Fig. 1: placement view
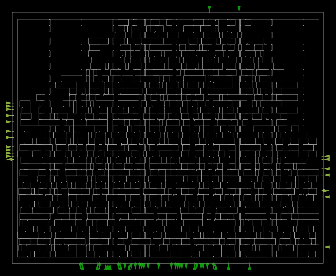
Fig. 2: sequential cells coloured by netlist name
(4 px per µm) Other sequential cells in the stronger grey, the rest of the logic in the fainter grey.
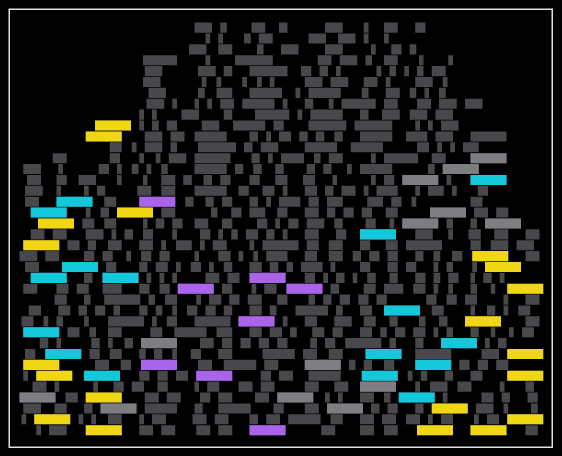
Fig. 3: routed metal, one colour a layer
(3 px per µm) Only two layers are drawn.
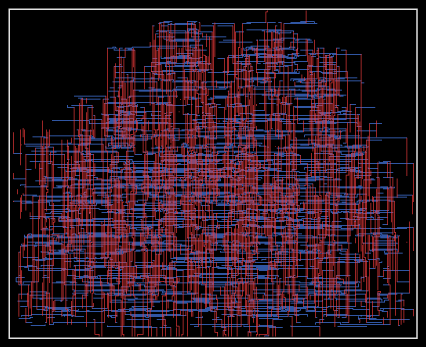
Fig. 4: placed cells, one colour a class
(2 px per µm)
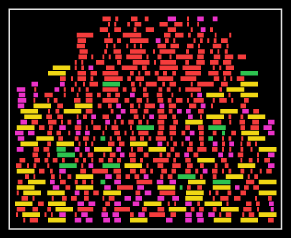
Fig. 5: metal 3
(3 px per µm)
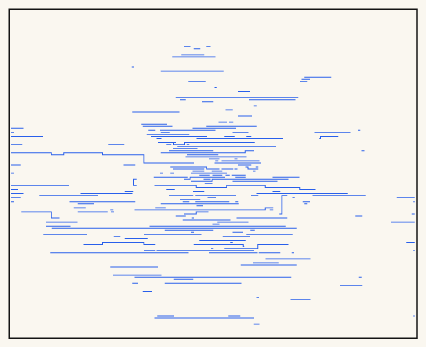
Design mcast_arbiter_n, sky130hd; sources not shown.
==> results.json <==
{
  "critical_path.endpoint_type": "register",
  "fin_ws_ns": -0.09032,
  "ys_seq_frac": 0.2791,
  "area_growth_pct": 24.65,
  "maxCapViolCount": 0,
  "cp.depth": 15,
  "wl_met2_mm": 11.52,
  "post_cts_buffers": 0,
  "most_common_cell": "dfrtp_1",
  "clock_power_uw": 553,
  "multi_input_comb_cells": 407,
  "rr_worst_depth": 15,
  "rsz0062_at_grt": "true",
  "met2_usage": 0.5442,
  "hold_path_depth": 1,
  "ys_seq_elements": 57,
  "cp.arrival_ns": 5.61,
  "logic_family": "AND-OR/OR-AND gates",
  "setup_violations": 9,
  "largest_class": "multi-input combinational cells",
  "hp-class": "reg2reg",
  "critical_path.top_delay_family": "simple AND/OR/NAND/NOR gates",
  "synth.cell_area_mm2": 0.005111,
  "violations": "negative setup slack",
  "layout_top_cell": "dfrtp_1",
  "die.size.y_um": 109.1,
  "status": "finished with violations",
  "comb_power_mw": 2.31,
  "crit_chain": "clkdlybuf4s50_1 > mux2i_2 > a21oi_1 > o41ai_2 > nand3_2 > nor2_1 > mux4_2 > nor4b_4 > a221o_1 > nand2b_1 > nand4_1 > inv_1 > and2_1 > or4_4 > mux2_4",
  "power_switching_mw": 1.774,
  "sh_comb_area": 0.5412,
  "timing.hold.ws_ns": 0.5388,
  "n_antenna_cell": 0,
  "clk_share": 0.04262,
  "required_ns": 5.52,
  "power.total_mw": 3.672,
  "path_class": "in2reg",
  "ioPinCount": 54
}
Back to the opening pictures, Fig. 1:
Rows: 38
# fillers: 1415
core footprint: 0.01355 mm²
tap cells: 180
flop share of the area: 0.2239

Back to the opening pictures, Fig. 2:
- yellow: age_q (sequential cells 20)
- purple: mux_sel (sequential cells 8)
- cyan: held_q (sequential cells 16)
- not coloured: 13
seq pwr: 812 µW
final design utilization: 0.4702
Reg area: 0.001426 mm²

Back to the opening pictures, Fig. 3:
- blue: M1 (wire length 9320 µm)
- red: M2 (wire length 11500 µm)
Vias: 5224
Routed WL: 23.53 mm

Back to the opening pictures, Fig. 4:
- yellow: registers (cells 57; share of their area 23%)
- magenta: remaining buffers and delay cells (cells 95; share of their area 14%)
- green: clock drivers and dummy loads (cells 15; share of their area 4.4%)
- red: remaining logic cells (cells 446; share of their area 58%)
fin area: 0.006371 mm²

Back to the opening pictures, Fig. 5:
- longest straight run: 81.4 µm
- nets with wire on the layer: 121
met3 Track Usage GR: 0.07299

Power and IR drop assume default switching activity.
